==> config.mk <==
export PLATFORM = sky130hd
export DESIGN_NAME = reg_op_sequencer
export DESIGN_NICKNAME = d
export VERILOG_FILES = /design/src/rtl/reg_op_pkg.sv /design/src/rtl/reg_op_alu.sv /design/src/rtl/reg_op_sequencer.sv
export SDC_FILE = /design/constraint.sdc
export NUM_CORES = 1
export LEC_CHECK = 0
export CORE_MARGIN = 3
export CORE_UTILIZATION = 45
export DETAILED_ROUTE_END_ITERATION = 16
export GPL_TIMING_DRIVEN = 1
export PLACE_DENSITY = 0.7
export SYNTH_ARGS = -nofsm -noshare
export SYNTH_HDL_FRONTEND = slang
export SYNTH_SLANG_ARGS = --single-unit
export TNS_END_PERCENT = 20
==> constraint.sdc <==
create_clock -name clock -period 4.1 [get_ports clock]
set_input_delay 0.615 -clock clock [delete_from_list [all_inputs] [get_ports clock]]
set_output_delay 0.615 -clock clock [all_outputs]
set_load 0.02 [all_outputs]
==> src/rtl/reg_op_pkg.sv <==
// reg_op_pkg: shared widths, opcodes and FSM states for the register-op sequencer
package reg_op_pkg;
    localparam int DEF_DATA_W = 8;
    localparam int DEF_ADDR_W = 4;
    localparam int OP_W       = 3;
    localparam logic [OP_W-1:0] OP_ADD = 3'd0;
    localparam logic [OP_W-1:0] OP_SUB = 3'd1;
    localparam logic [OP_W-1:0] OP_AND = 3'd2;
    localparam logic [OP_W-1:0] OP_OR  = 3'd3;
    localparam logic [OP_W-1:0] OP_XOR = 3'd4;
    localparam logic [OP_W-1:0] OP_NOT = 3'd5;
    localparam logic [OP_W-1:0] OP_SHL = 3'd6;
    localparam logic [OP_W-1:0] OP_SHR = 3'd7;
    typedef enum logic [2:0] {
        ST_IDLE,
        ST_RD_A,
        ST_RD_B,
        ST_EXEC,
        ST_WRITE
    } state_t;
endpackage

==> src/rtl/reg_op_alu.sv <==
// reg_op_alu: combinational ALU producing result/carry/zero from two operands.
// Ports: opcode (operation select), op_a/op_b (operands), result, carry, zero.
// Optional: REG_OP_SEQUENCER_SAT_EN makes ADD saturate high and SUB saturate at 0.
module reg_op_alu
    import reg_op_pkg::*;
#(
    parameter int DATA_W = DEF_DATA_W
) (
    input  logic [OP_W-1:0]   opcode,
    input  logic [DATA_W-1:0] op_a,
    input  logic [DATA_W-1:0] op_b,
    output logic [DATA_W-1:0] result,
    output logic              carry,
    output logic              zero
);
    // One extra bit on top holds carry, borrow or the shifted-out bit.
    logic [DATA_W:0] wide;
    always_comb begin
        wide = '0;
        case (opcode)
            OP_ADD:  wide = {1'b0, op_a} + {1'b0, op_b};
            OP_SUB:  wide = {1'b0, op_a} - {1'b0, op_b};
            OP_AND:  wide = {1'b0, op_a & op_b};
            OP_OR:   wide = {1'b0, op_a | op_b};
            OP_XOR:  wide = {1'b0, op_a ^ op_b};
            OP_NOT:  wide = {1'b0, ~op_a};
            OP_SHL:  wide = {op_a, 1'b0};
            OP_SHR:  wide = {op_a[0], 1'b0, op_a[DATA_W-1:1]};
            default: wide = '0;
        endcase
    end
`ifdef REG_OP_SEQUENCER_SAT_EN
    assign result = (opcode == OP_ADD && wide[DATA_W]) ? '1 :
                    (opcode == OP_SUB && wide[DATA_W]) ? '0 : wide[DATA_W-1:0];
`else
    assign result = wide[DATA_W-1:0];
`endif
    assign carry = wide[DATA_W];
    assign zero  = result == '0;
endmodule

==> src/rtl/reg_op_sequencer.sv <==
// reg_op_sequencer: reads two registers, runs the ALU and writes the result back.
// Ports: clock/reset_n; start, opcode, src_a, src_b, dst (command in);
// busy, done, result, carry, zero (status out); rf_load/rf_load_addr,
// rf_store/rf_store_addr/rf_data_in drive the register unit, rf_data_out
// returns its registered read data (1-cycle latency).
// Optional: REG_OP_SEQUENCER_SAT_EN (saturating ADD/SUB inside reg_op_alu).
module reg_op_sequencer
    import reg_op_pkg::*;
#(
    parameter int DATA_W = DEF_DATA_W,
    parameter int ADDR_W = DEF_ADDR_W
) (
    input  logic              clock,
    input  logic              reset_n,
    input  logic              start,
    input  logic [OP_W-1:0]   opcode,
    input  logic [ADDR_W-1:0] src_a,
    input  logic [ADDR_W-1:0] src_b,
    input  logic [ADDR_W-1:0] dst,
    output logic              busy,
    output logic              done,
    output logic [DATA_W-1:0] result,
    output logic              carry,
    output logic              zero,
    output logic              rf_load,
    output logic [ADDR_W-1:0] rf_load_addr,
    output logic              rf_store,
    output logic [ADDR_W-1:0] rf_store_addr,
    output logic [DATA_W-1:0] rf_data_in,
    input  logic [DATA_W-1:0] rf_data_out
);
    state_t              state_q, state_d;
    logic [OP_W-1:0]     opcode_q;
    logic [ADDR_W-1:0]   src_a_q, src_b_q, dst_q;
    logic [DATA_W-1:0]   op_a_q, result_q, alu_result;
    logic                carry_q, zero_q, alu_carry, alu_zero;
    logic                accept;
    assign accept = state_q == ST_IDLE && start;
    // In EXEC the register unit still presents src_b's data, so it is op_b directly.
    reg_op_alu #(.DATA_W(DATA_W)) u_alu (
        .opcode (opcode_q),
        .op_a   (op_a_q),
        .op_b   (rf_data_out),
        .result (alu_result),
        .carry  (alu_carry),
        .zero   (alu_zero)
    );
    always_comb begin
        state_d       = state_q;
        rf_load       = 1'b0;
        rf_load_addr  = '0;
        rf_store      = 1'b0;
        rf_store_addr = '0;
        done          = 1'b0;
        case (state_q)
            ST_IDLE:  state_d = start ? ST_RD_A : ST_IDLE;
            ST_RD_A: begin
                state_d      = ST_RD_B;
                rf_load      = 1'b1;
                rf_load_addr = src_a_q;
            end
            ST_RD_B: begin
                state_d      = ST_EXEC;
                rf_load      = 1'b1;
                rf_load_addr = src_b_q;
            end
            ST_EXEC:  state_d = ST_WRITE;
            ST_WRITE: begin
                state_d       = ST_IDLE;
                rf_store      = 1'b1;
                rf_store_addr = dst_q;
                done          = 1'b1;
            end
            default:  state_d = ST_IDLE;
        endcase
    end
    always_ff @(posedge clock or negedge reset_n) begin
        if (!reset_n) begin
            state_q  <= ST_IDLE;
            opcode_q <= '0;
            src_a_q  <= '0;
            src_b_q  <= '0;
            dst_q    <= '0;
            op_a_q   <= '0;
            result_q <= '0;
            carry_q  <= 1'b0;
            zero_q   <= 1'b0;
        end else begin
            state_q <= state_d;
            if (accept) begin
                opcode_q <= opcode;
                src_a_q  <= src_a;
                src_b_q  <= src_b;
                dst_q    <= dst;
            end
            // src_a's data arrives one cycle after its RD_A request.
            if (state_q == ST_RD_B)
                op_a_q <= rf_data_out;
            if (state_q == ST_EXEC) begin
                result_q <= alu_result;
                carry_q  <= alu_carry;
                zero_q   <= alu_zero;
            end
        end
    end
    assign busy       = state_q != ST_IDLE;
    assign result     = result_q;
    assign carry      = carry_q;
    assign zero       = zero_q;
    assign rf_data_in = result_q;
endmodule

==> results_dict.tcl, run 1 <==
# place-and-route summary
set metrics [dict create \
    status "complete, no violations" \
    synthTopLogicFamily "AND-OR/OR-AND gates" \
    ys_area_mm2 0.00289 \
    ys_ff 36 \
    power_leakage_nw 1.55 \
    cts_hold_buf 0 \
    hp-start "dst_q[2]$_DFFE_PN0P_" \
    dr.max_layer_used "met4" \
    core.rowCount 28 \
    comb_share_pct 49.0 \
    fp_nets 362 \
    hold_depth 1 \
    p_int_mw 1.61 \
    nFillCells 544 \
    gp_congestion 0.842 \
    drv_slew 0 \
    wl_per_cell_um 14.9 \
    period_minus_slack_ns 3.24 \
    hold_path_end "dst_q[2]$_DFFE_PN0P_" \
    tool_warnings 35 \
    layout.cells.most_common "clkdlybuf4s50_1" \
    die_area_mm2 0.00742 \
    first_global_vias 2304 \
    max_cap_violations 0 \
    dieHeight_um 86.1 \
    startpoint_type "input port" \
    layout.area.top_class "logic gates" \
    final-seq-area_um2 901 \
    cp_max_fo 5 \
    path_common_cell "a211oi_1" \
    grtUsageTotal_pct 18.5 \
    grt_pass1_wl_mm 11.0 \
    cts_resized 0 \
    p_sw_mw 1.35 \
    grt_max_degree 38 \
    drive_gt1_share_pct 10.7 \
    worstReg2RegStart "opcode_q[2]$_DFFE_PN0P_" \
    die_w_um 86.1 \
    ant_nets 0 \
    grt.busiest_layer "met2" \
    final-clk-cell-share_pct 2.70 \
    mux_area_share_pct 12.4 \
    cts_tree "done" \
    post-route-util_pct 57.3 \
    dpl_cell_area_mm2 0.00338 \
    pwr-share-seq_pct 22.6 \
    critPathBufInv 2 \
    hold_ws_ns 0.501 \
    viasPerCell 5.47 \
]
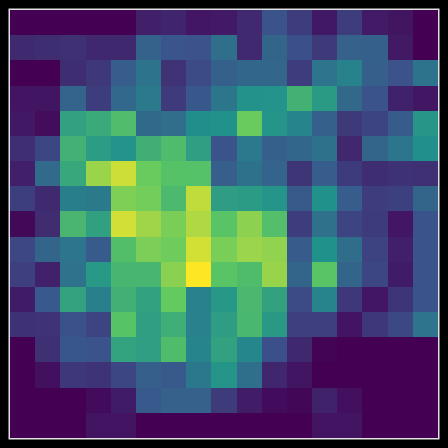
Fig. 1. Wire density map (run 1).
17 x 17 tiles, from dark purple (low) to yellow (high), scaled to the fullest tile. Values are wire area over tile area, all layers added.
26% of the tiles are over half the peak. The emptiest ninth of the die: lower right. 14% of the tiles are nearly empty. The densest ninth of the die: center.

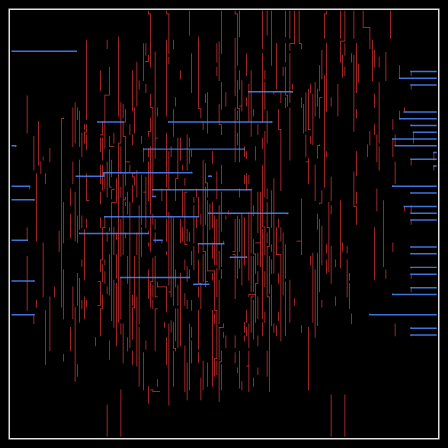
Fig. 2. Metal layers overlaid (run 1).
Only two layers are drawn.
Blue is metal 3, wire length 358 um. Red is metal 2, wire length 2930 um.

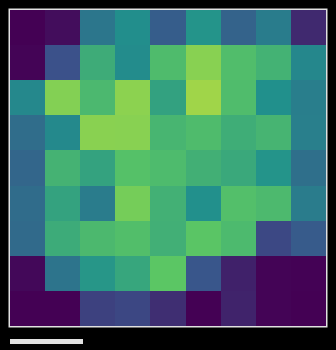
Fig. 3. Cell density map (run 1).
Scale bar: 20 um. 9 x 9 tiles, from dark purple (low) to yellow (high), 0 to 100% covered.
The mean over all tiles is 46%. The densest ninth of the die: center. 11% of the tiles are nearly empty.

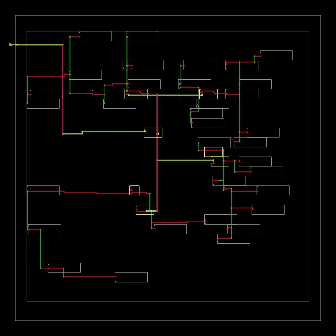
Fig. 4. Clock nets (run 1).
clock network power: 263 uW
CLK BUF: 7
Worst Skew: 0.00763 ns
CTS Buf Count: 5

==> inputs of run 2 (changes only) <==
PLACE_DENSITY = 0.73   (was 0.7)
clock period = 2.95 ns   (was 4.1 ns; I/O delays follow)
==> run 2 against run 1 <==
Net effect:
- sequential share of layout area decreased by 1.1 points
- clock skew increased by 0.0024 ns
- sequential power increased by 42%
- synthesized cell count unchanged
- combinational power increased by 52%
- first-iteration DRC count increased by 15%
- global-route usage decreased by 0.19 points
- routed wire length increased by 2.5%
- final cell count increased by 4.4%
- cell area increased by 4.5%
- core utilization increased by 2.6 points
- largest power group unchanged
==> results_dict.tcl, run 2 <==
# place-and-route summary
set metrics [dict create \
    fp_nets 362 \
    pwr-share-seq_pct 21.7 \
    grtUsageTotal_pct 18.3 \
    final-seq-area_um2 901 \
    comb_share_pct 47.6 \
    final-clk-cell-share_pct 2.41 \
    first_global_vias 2288 \
    dpl_cell_area_mm2 0.00352 \
    critPathBufInv 2 \
    power_leakage_nw 1.65 \
    wl_per_cell_um 14.6 \
    hold_ws_ns 0.244 \
    ant_nets 0 \
    layout.cells.most_common "clkdlybuf4s50_1" \
    nFillCells 546 \
    gp_congestion 0.935 \
    dieHeight_um 86.1 \
    worstReg2RegStart "opcode_q[2]$_DFFE_PN0P_" \
    drv_slew 0 \
    cts_made_buffers 5 \
    ys_area_mm2 0.00289 \
    p_int_mw 2.42 \
    cp_max_fo 4 \
    synthTopLogicFamily "AND-OR/OR-AND gates" \
    grt_max_degree 37 \
    dr.max_layer_used "met4" \
    finalClockSkew_ns 0.0100 \
    cts_tree "done" \
    grt_pass1_wl_mm 11.0 \
    startpoint_type "input port" \
    drive_gt1_share_pct 16.6 \
    post-route-util_pct 59.9 \
    tool_warnings 35 \
    viasPerCell 5.37 \
    status "complete, no violations" \
    p_sw_mw 1.97 \
    die_area_mm2 0.00742 \
    mux_area_share_pct 12.4 \
    layout.area.top_class "logic gates" \
]
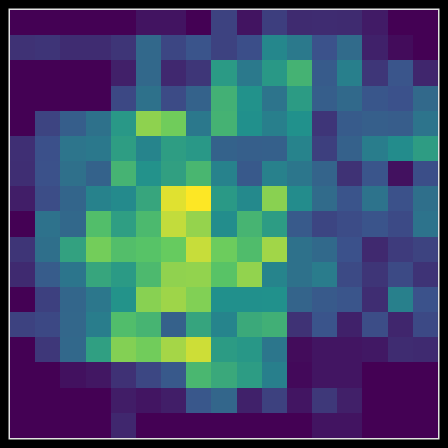
Fig. 5. Wire density map (run 2).
17 x 17 tiles, from dark purple (low) to yellow (high), scaled to the fullest tile. Values are wire area over tile area, all layers added.
The densest ninth of the die: center. 16% of the tiles are nearly empty. The mean over all tiles is 0.14. The emptiest ninth of the die: lower right.

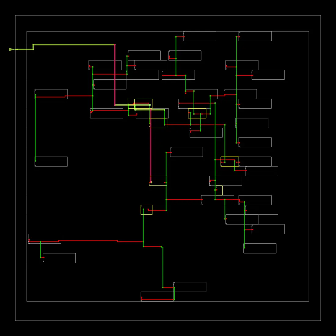
Fig. 6. Clock nets (run 2).
clock network power: 352 uW
CLK BUF: 5

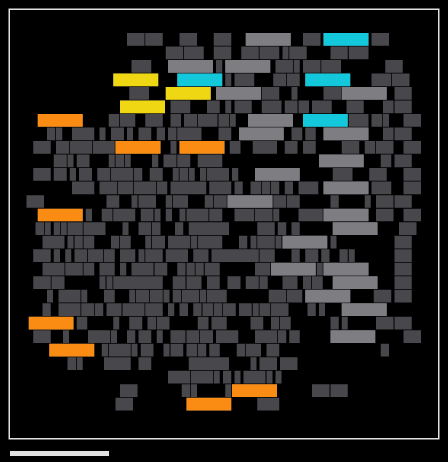
Fig. 7. Sequential cells grouped by signal name (run 2).
Scale bar: 20 um. Other sequential cells in the stronger gray, the rest of the logic in the fainter gray.
Cyan is src_b_q, placed flops 4, where upper right. Orange is op_a_q, placed flops 8. Yellow is opcode_q, placed flops 3.

==> inputs of run 3 (changes only) <==
SETUP_SLACK_MARGIN = 0.05   (was unset)
==> run 3 against run 2 <==
Net effect:
- routed wire length up 0.84%
- clock skew is essentially flat
- synthesized cell count unchanged
- final cell count rose by 0.22%
- maximum frequency increased by 0.91%
- worst hold slack improved by 0.0017 ns
- critical path depth did not move
==> results_dict.tcl, run 3 <==
# place-and-route summary
set metrics [dict create \
    drv_slew 0 \
    power_leakage_nw 1.65 \
    worstReg2RegStart "opcode_q[2]$_DFFE_PN0P_" \
    tool_warnings 35 \
    first_global_vias 2288 \
    p_int_mw 2.45 \
    viasPerCell 5.42 \
    p_sw_mw 1.98 \
    ys_area_mm2 0.00289 \
    cts_made_buffers 5 \
    startpoint_type "input port" \
    status "complete, no violations" \
    final-clk-cell-share_pct 2.40 \
    gp_congestion 0.935 \
    wl_per_cell_um 14.7 \
    cts_tree "done" \
    nFillCells 542 \
    dpl_cell_area_mm2 0.00352 \
    clk-power_uw 355 \
    critPathBufInv 2 \
    hold_ws_ns 0.246 \
    layout.cells.most_common "clkdlybuf4s50_1" \
    grt_max_degree 37 \
]
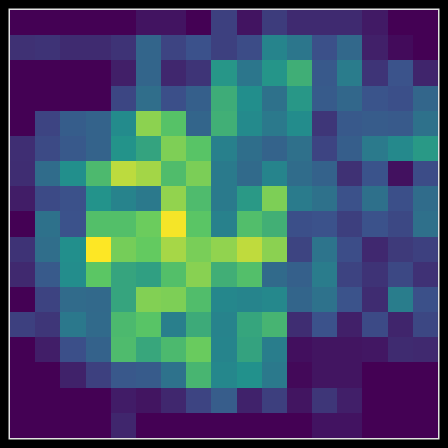
Fig. 8. Wire density map (run 3).
17 x 17 tiles, from dark purple (low) to yellow (high), scaled to the fullest tile. Values are wire area over tile area, all layers added.
The fullest tile reaches 0.46. 16% of the tiles are nearly empty. The emptiest ninth of the die: lower right. The mean over all tiles is 0.14. The densest ninth of the die: center. 21% of the tiles are over half the peak.

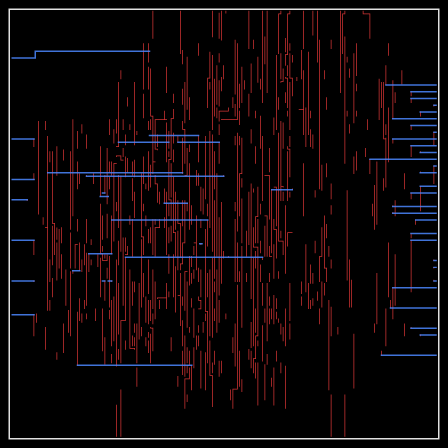
Fig. 9. Metal layers overlaid (run 3).
Only two layers are drawn.
Blue is metal 3, wire length 374 um. Red is metal 2, wire length 3010 um.

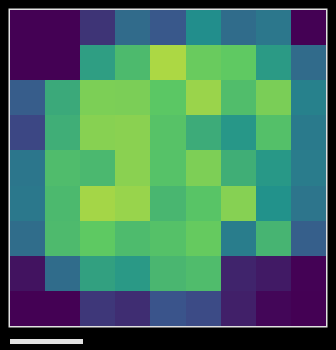
Fig. 10. Cell density map (run 3).
Scale bar: 20 um. 9 x 9 tiles, from dark purple (low) to yellow (high), 0 to 100% covered.
The densest ninth of the die: center. The fullest tile reaches 87%. The mean over all tiles is 48%.

Power figures rest on the tool's default switching activity, not on a simulated workload.
